run_1/m1.png
Bar = 20 um. Supply wires on this layer in gray.
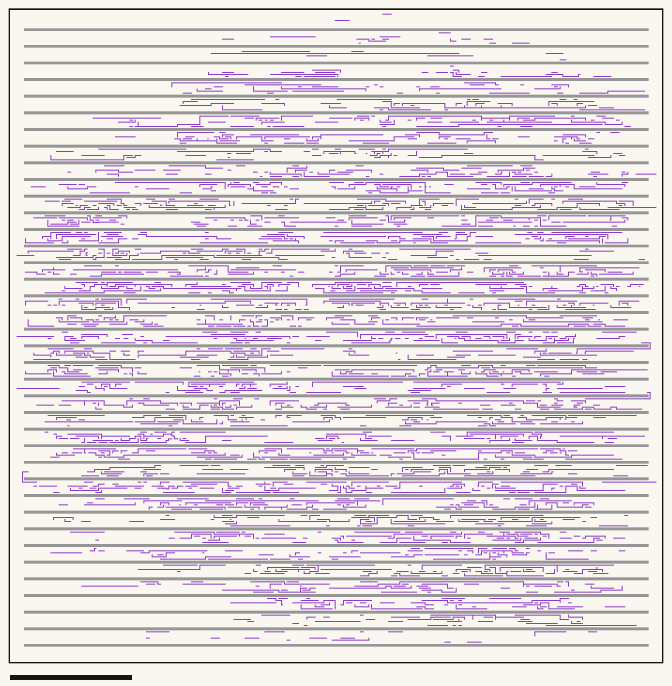
run_1/m2.png
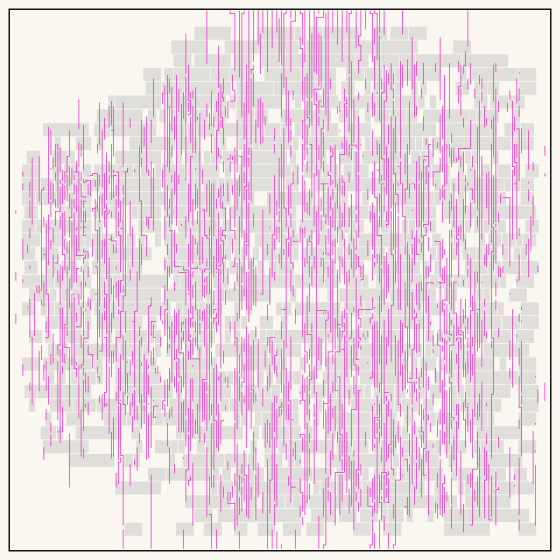
run_1/m3.png
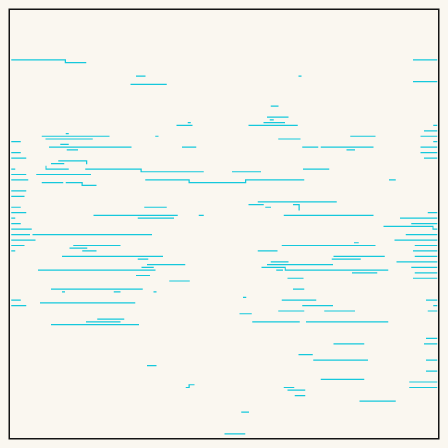
[config.mk]
export PLATFORM = sky130hd
export DESIGN_NAME = bf_pass_scheduler
export DESIGN_NICKNAME = d
export VERILOG_FILES = /design/src/rtl/bf_pass_scheduler.sv
export SDC_FILE = /design/constraint.sdc
export NUM_CORES = 1
export LEC_CHECK = 0
export ABC_AREA = 1
export CAP_MARGIN = 20
export CORE_MARGIN = 2
export CORE_UTILIZATION = 59
export DETAILED_ROUTE_END_ITERATION = 8
export PLACE_DENSITY = 0.92
export SLEW_MARGIN = 10
export SYNTH_ARGS = -nofsm -noshare
export SYNTH_HDL_FRONTEND = slang
export SYNTH_SLANG_ARGS = --single-unit
export TNS_END_PERCENT = 5
[constraint.sdc]
create_clock -name clock -period 4.2 [get_ports clock]
set_input_delay 0.42 -clock clock [delete_from_list [all_inputs] [get_ports clock]]
set_output_delay 0.42 -clock clock [all_outputs]
set_load 0.1 [all_outputs]
[src/rtl/bf_pass_scheduler.sv]
// Bellman-Ford pass scheduler.
// Writes the initial distance array, then streams edge indices to the relax
// datapath pass by pass. Stops early on a pass with no updates, or after the
// V-th (detection) pass, which reports a negative cycle if it still updates.
module bf_pass_scheduler #(
   parameter int                ADDR_W  = 13,
   parameter int                DIST_W  = 16,
   parameter logic [DIST_W-1:0] INF     = {DIST_W{1'b1}},
   parameter int                MAX_OUT = 4
) (
   input  logic              clock,
   input  logic              reset,
   input  logic              start,
   input  logic [ADDR_W-1:0] num_nodes,
   input  logic [ADDR_W-1:0] num_edges,
   input  logic [ADDR_W-1:0] src_node,
   output logic [ADDR_W-1:0] OMWAR,
   output logic [DIST_W-1:0] OMWDR,
   output logic              OMWE,
   output logic              edge_valid,
   output logic [ADDR_W-1:0] edge_addr,
   input  logic              edge_ready,
   input  logic              resp_valid,
   input  logic              resp_updated,
   output logic [ADDR_W-1:0] pass_count,
   output logic              busy,
   output logic              Finish,
   output logic              NegCycle
);

   localparam int OUT_W = $clog2(MAX_OUT + 1);

   typedef enum logic [2:0] {
      S_IDLE, S_INIT, S_RELAX, S_DRAIN, S_EVAL, S_DONE
   } state_t;

   state_t             state_q, state_d;
   logic [ADDR_W-1:0]  v_q, v_d;
   logic [ADDR_W-1:0]  e_q, e_d;
   logic [ADDR_W-1:0]  src_q, src_d;
   logic [ADDR_W-1:0]  addr_q, addr_d;   // init write address
   logic [ADDR_W-1:0]  idx_q, idx_d;     // next edge index to issue
   logic [ADDR_W-1:0]  pass_q, pass_d;
   logic [OUT_W-1:0]   out_q, out_d;     // edges in flight in the datapath
   logic               pass_upd_q, pass_upd_d;
   logic               neg_q, neg_d;

   logic               accept;
   logic               resp_ok;

   // A handshake moves one edge into the datapath; responses with nothing
   // outstanding are stale (e.g. from before a reset) and are dropped.
   assign accept  = edge_valid & edge_ready;
   assign resp_ok = resp_valid & (out_q != '0);

   // State and working registers, cleared asynchronously.
   always_ff @(posedge clock or negedge reset) begin
      if (!reset) begin
         state_q    <= S_IDLE;
         v_q        <= '0;
         e_q        <= '0;
         src_q      <= '0;
         addr_q     <= '0;
         idx_q      <= '0;
         pass_q     <= '0;
         out_q      <= '0;
         pass_upd_q <= 1'b0;
         neg_q      <= 1'b0;
      end else begin
         state_q    <= state_d;
         v_q        <= v_d;
         e_q        <= e_d;
         src_q      <= src_d;
         addr_q     <= addr_d;
         idx_q      <= idx_d;
         pass_q     <= pass_d;
         out_q      <= out_d;
         pass_upd_q <= pass_upd_d;
         neg_q      <= neg_d;
      end
   end

   // Next-state logic of the pass sequencer.
   always_comb begin
      state_d = state_q;
      unique case (state_q)
         S_IDLE, S_DONE: begin
            if (start) state_d = (num_nodes == '0) ? S_DONE : S_INIT;
         end
         S_INIT: begin
            if (addr_q == v_q - ADDR_W'(1)) state_d = S_RELAX;
         end
         S_RELAX: begin
            if (idx_q >= e_q) state_d = S_DRAIN;
            else if (accept && (idx_q == e_q - ADDR_W'(1))) state_d = S_DRAIN;
         end
         S_DRAIN: begin
            if (out_q == '0) state_d = S_EVAL;
         end
         S_EVAL: begin
            // The V-th pass is the detection pass: no further passes after it.
            if (!pass_upd_q || (pass_q == v_q)) state_d = S_DONE;
            else                                state_d = S_RELAX;
         end
         default: state_d = S_IDLE;
      endcase
   end

   // Counters, latched configuration and pass bookkeeping.
   always_comb begin
      v_d        = v_q;
      e_d        = e_q;
      src_d      = src_q;
      addr_d     = addr_q;
      idx_d      = idx_q;
      pass_d     = pass_q;
      pass_upd_d = pass_upd_q;
      neg_d      = neg_q;

      unique case ({accept, resp_ok})
         2'b10:   out_d = out_q + OUT_W'(1);
         2'b01:   out_d = out_q - OUT_W'(1);
         default: out_d = out_q;
      endcase

      if (resp_ok && resp_updated) pass_upd_d = 1'b1;

      unique case (state_q)
         S_IDLE, S_DONE: begin
            if (start) begin
               v_d        = num_nodes;
               e_d        = num_edges;
               src_d      = src_node;
               addr_d     = '0;
               idx_d      = '0;
               pass_d     = '0;
               pass_upd_d = 1'b0;
               neg_d      = 1'b0;
            end
         end
         S_INIT: begin
            addr_d = addr_q + ADDR_W'(1);
            if (addr_q == v_q - ADDR_W'(1)) begin
               pass_d     = ADDR_W'(1);
               pass_upd_d = 1'b0;
               idx_d      = '0;
            end
         end
         S_RELAX: begin
            if (accept) idx_d = idx_q + ADDR_W'(1);
         end
         S_EVAL: begin
            if (pass_upd_q && (pass_q != v_q)) begin
               pass_d     = pass_q + ADDR_W'(1);
               pass_upd_d = 1'b0;
               idx_d      = '0;
            end else begin
               neg_d = pass_upd_q;
            end
         end
         default: ;
      endcase
   end

   // Outputs decoded from state; memory and edge ports are quiet outside
   // their own phases.
   always_comb begin
      OMWE       = (state_q == S_INIT);
      OMWAR      = (state_q == S_INIT) ? addr_q : '0;
      OMWDR      = '0;
      if (state_q == S_INIT) OMWDR = (addr_q == src_q) ? '0 : INF;
      edge_valid = (state_q == S_RELAX) && (idx_q < e_q) &&
                   (out_q < OUT_W'(MAX_OUT));
      edge_addr  = (state_q == S_RELAX) ? idx_q : '0;
      busy       = (state_q == S_INIT) || (state_q == S_RELAX) ||
                   (state_q == S_DRAIN) || (state_q == S_EVAL);
      Finish     = (state_q == S_DONE);
      NegCycle   = neg_q;
      pass_count = pass_q;
   end

endmodule
==> results_dict.tcl, run 1 <==
# yosys + openroad results
set metrics [dict create \
    ant_nets 0 \
    seq-power_uw 908 \
    crit_fanout 21 \
    seq_power_share 0.430 \
    max_stage_delay_ps 430 \
    yosysSeqAreaShare 0.347 \
    synth_area_um2 6210 \
    status "completed" \
    power.total_mw 2.11 \
    final_nets 1044 \
    via_per_inst 5.39 \
    yosys_warnings 0 \
    netSwitchingFraction 0.356 \
    async_flop_share 1.00 \
    num-nonclk-inverters 105 \
    drt_first_pass_iters 5 \
    yosys_area_um2 6210 \
    grt.total_usage 0.285 \
    yosys_cells 897 \
    hp-class "primary input to async pin" \
    ys_top_logic_family "simple AND/OR/NAND/NOR gates" \
    io_buffer_count 104 \
    grt_overflow 0 \
    nFillCells 780 \
    place_inst 1104 \
    timing.rr.start "idx_q[12]$_DFFE_PN0P_" \
    ir_worst_vdd_uv 413 \
    ys_types 43 \
    avgSynthCellArea_um2 6.92 \
    clock_skew_ps 12.8 \
    nNonClkBuffers 109 \
    m1WireLength_mm 6.62 \
    die_w_um 107 \
    finalCritPeriodShare 0.683 \
    synth_flops 86 \
    fin_hold_ws_ps 21.6 \
    seqCellArea_um2 2150 \
    largest_area_cell "dfrtp_1" \
    layout.area.comb_um2 3420 \
    diodes 0 \
]
-- m1.png (at the start) --
The layer carries 6,620 um of wire. The wires run mostly horizontal. The layer holds 42% of the routed length. The longest straight run is 40.5 um.

-- m2.png (at the start) --
The layer holds 50% of the routed length. The layer carries 7,890 um of wire. The wires run mostly vertical. 835 nets have wire on it. The longest straight run is 48.6 um.

-- m3.png (at the start) --
The layer carries 1,010 um of wire. The layer holds 6.4% of the routed length. The wires run mostly horizontal. The longest straight run is 29.4 um.
DR vias: 6,030
final WL: 15.9 mm
met3 usage: 0.0347

run_1/congestion_map.png
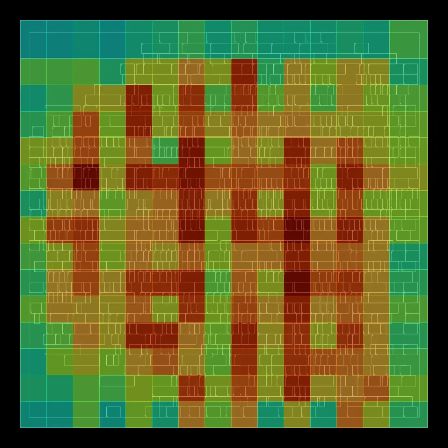

==> run 1 -> run 2 <==
CORE_UTILIZATION = 54   (was 59)
PLACE_DENSITY = 0.86   (was 0.92)
clock period = 2.79 ns   (was 4.2 ns; I/O delays follow)
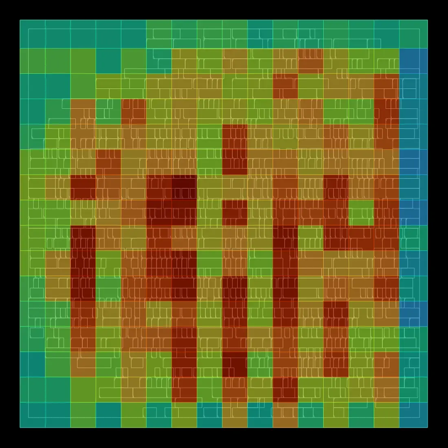
run_2/congestion_map.png
met3 usage: 0.0492
met1 Resource Use GR: 0.333
grt peak-use layer: met2
Tot GR Track Use: 0.267

==> run 2 against run 1 <==
- global-route usage is 1.8 points lower
- via count is 0.63% higher
- area after synthesis stayed put
- worst hold slack worse by 20 ps
- largest cell class unchanged
- sequential power is 51% higher
==> results_dict.tcl, run 2 <==
# yosys + openroad results
set metrics [dict create \
    drt_first_pass_iters 5 \
    ir_worst_vdd_uv 935 \
    grt_overflow 0 \
    m1WireLength_mm 6.77 \
    status "completed" \
    via_per_inst 5.35 \
    avgSynthCellArea_um2 6.92 \
    max_stage_delay_ps 750 \
    timing.rr.start "e_q[6]$_DFFE_PN0P_" \
    largest_area_cell "dfrtp_1" \
    ys_top_logic_family "simple AND/OR/NAND/NOR gates" \
    yosys_area_um2 6210 \
    crit_fanout 16 \
    yosys_cells 897 \
    seqCellArea_um2 2150 \
    die_w_um 111 \
    vias 6068 \
    seq_power_share 0.363 \
    final_nets 1051 \
    place_inst 1115 \
    seq-power_mw 1.37 \
    diodes 0 \
]
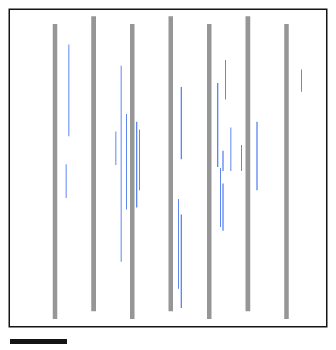
run_2/m4.png
Bar = 20 um. Supply wires on this layer in gray.
16 nets have wire on it. The layer holds 2.7% of the routed length. The wires run mostly vertical. The longest straight run is 68.7 um. The layer carries 439 um of wire.

run_2/m3.png
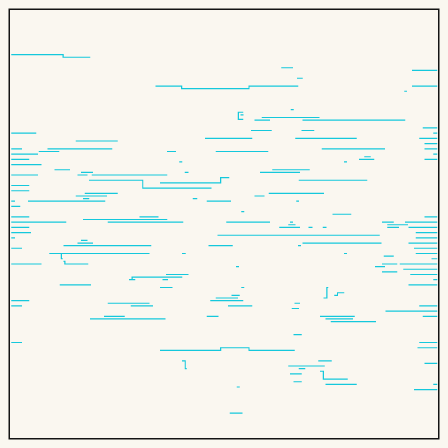

==> run 2 -> run 3 <==
HOLD_SLACK_MARGIN = 0.05   (was unset)
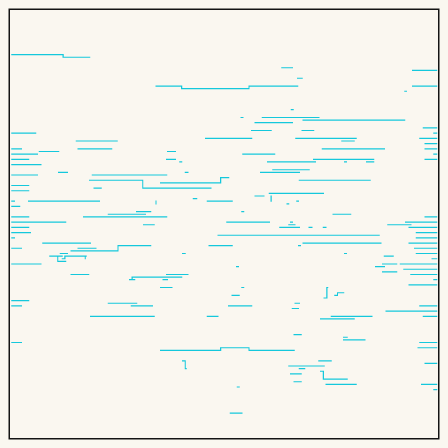
run_3/m3.png
The layer holds 6.3% of the routed length. The layer carries 1,030 um of wire. The wires run mostly horizontal. The longest straight run is 41.9 um.
final WL: 16.3 mm
DR vias: 6,071

==> run 3 against run 2 <==
- sequential share of layout area barely moved
- worst setup slack got worse by 3.4 ps
- power barely moved
- combinational power barely moved
- register-to-register slack barely moved
- utilization rose by 0.089 points
- clock skew barely moved
- clock-buffer cell count did not move
- clock power barely moved
- cell area rose by 0.12%
- final cell count barely moved
- fmax fell by 0.13%
==> results_dict.tcl, run 3 <==
# yosys + openroad results
set metrics [dict create \
    place_inst 1115 \
    avgSynthCellArea_um2 6.92 \
    via_per_inst 5.35 \
    seq-power_mw 1.37 \
    drt_first_pass_iters 5 \
    grtUsageMet3 0.0492 \
    busiest_layer "met2" \
    timing.rr.start "e_q[6]$_DFFE_PN0P_" \
    largest_area_cell "dfrtp_1" \
    die_w_um 111 \
    seq_power_share 0.363 \
    yosys_cells 897 \
    ys_top_logic_family "simple AND/OR/NAND/NOR gates" \
    yosys_area_um2 6210 \
    max_stage_delay_ps 750 \
    crit_fanout 16 \
    grt.total_usage 0.268 \
    grt_overflow 0 \
    ir_worst_vdd_uv 935 \
    m1WireLength_mm 6.79 \
    status "completed" \
    diodes 0 \
    final_nets 1052 \
]
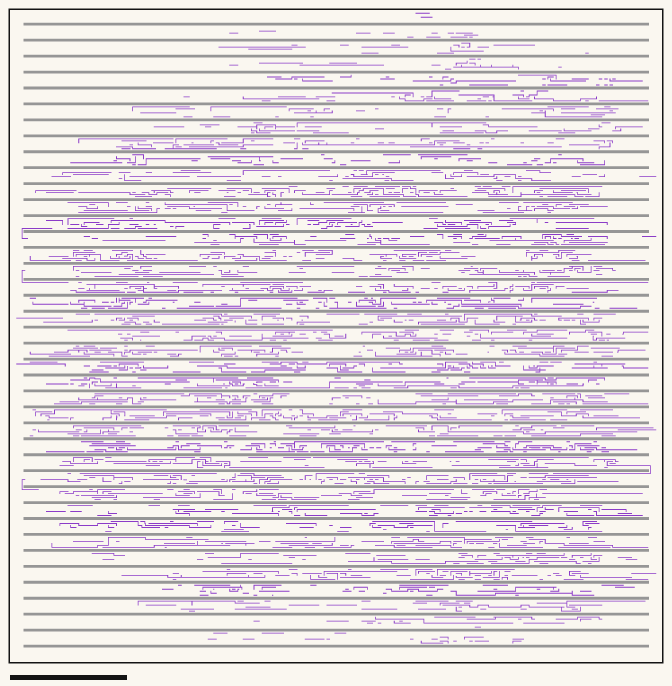
run_3/m1.png
Bar = 20 um. Supply wires on this layer in gray.
The wires run mostly horizontal. The longest straight run is 46.9 um. The layer holds 42% of the routed length. The layer carries 6,790 um of wire.

Power is estimated from default activity; no workload was simulated.
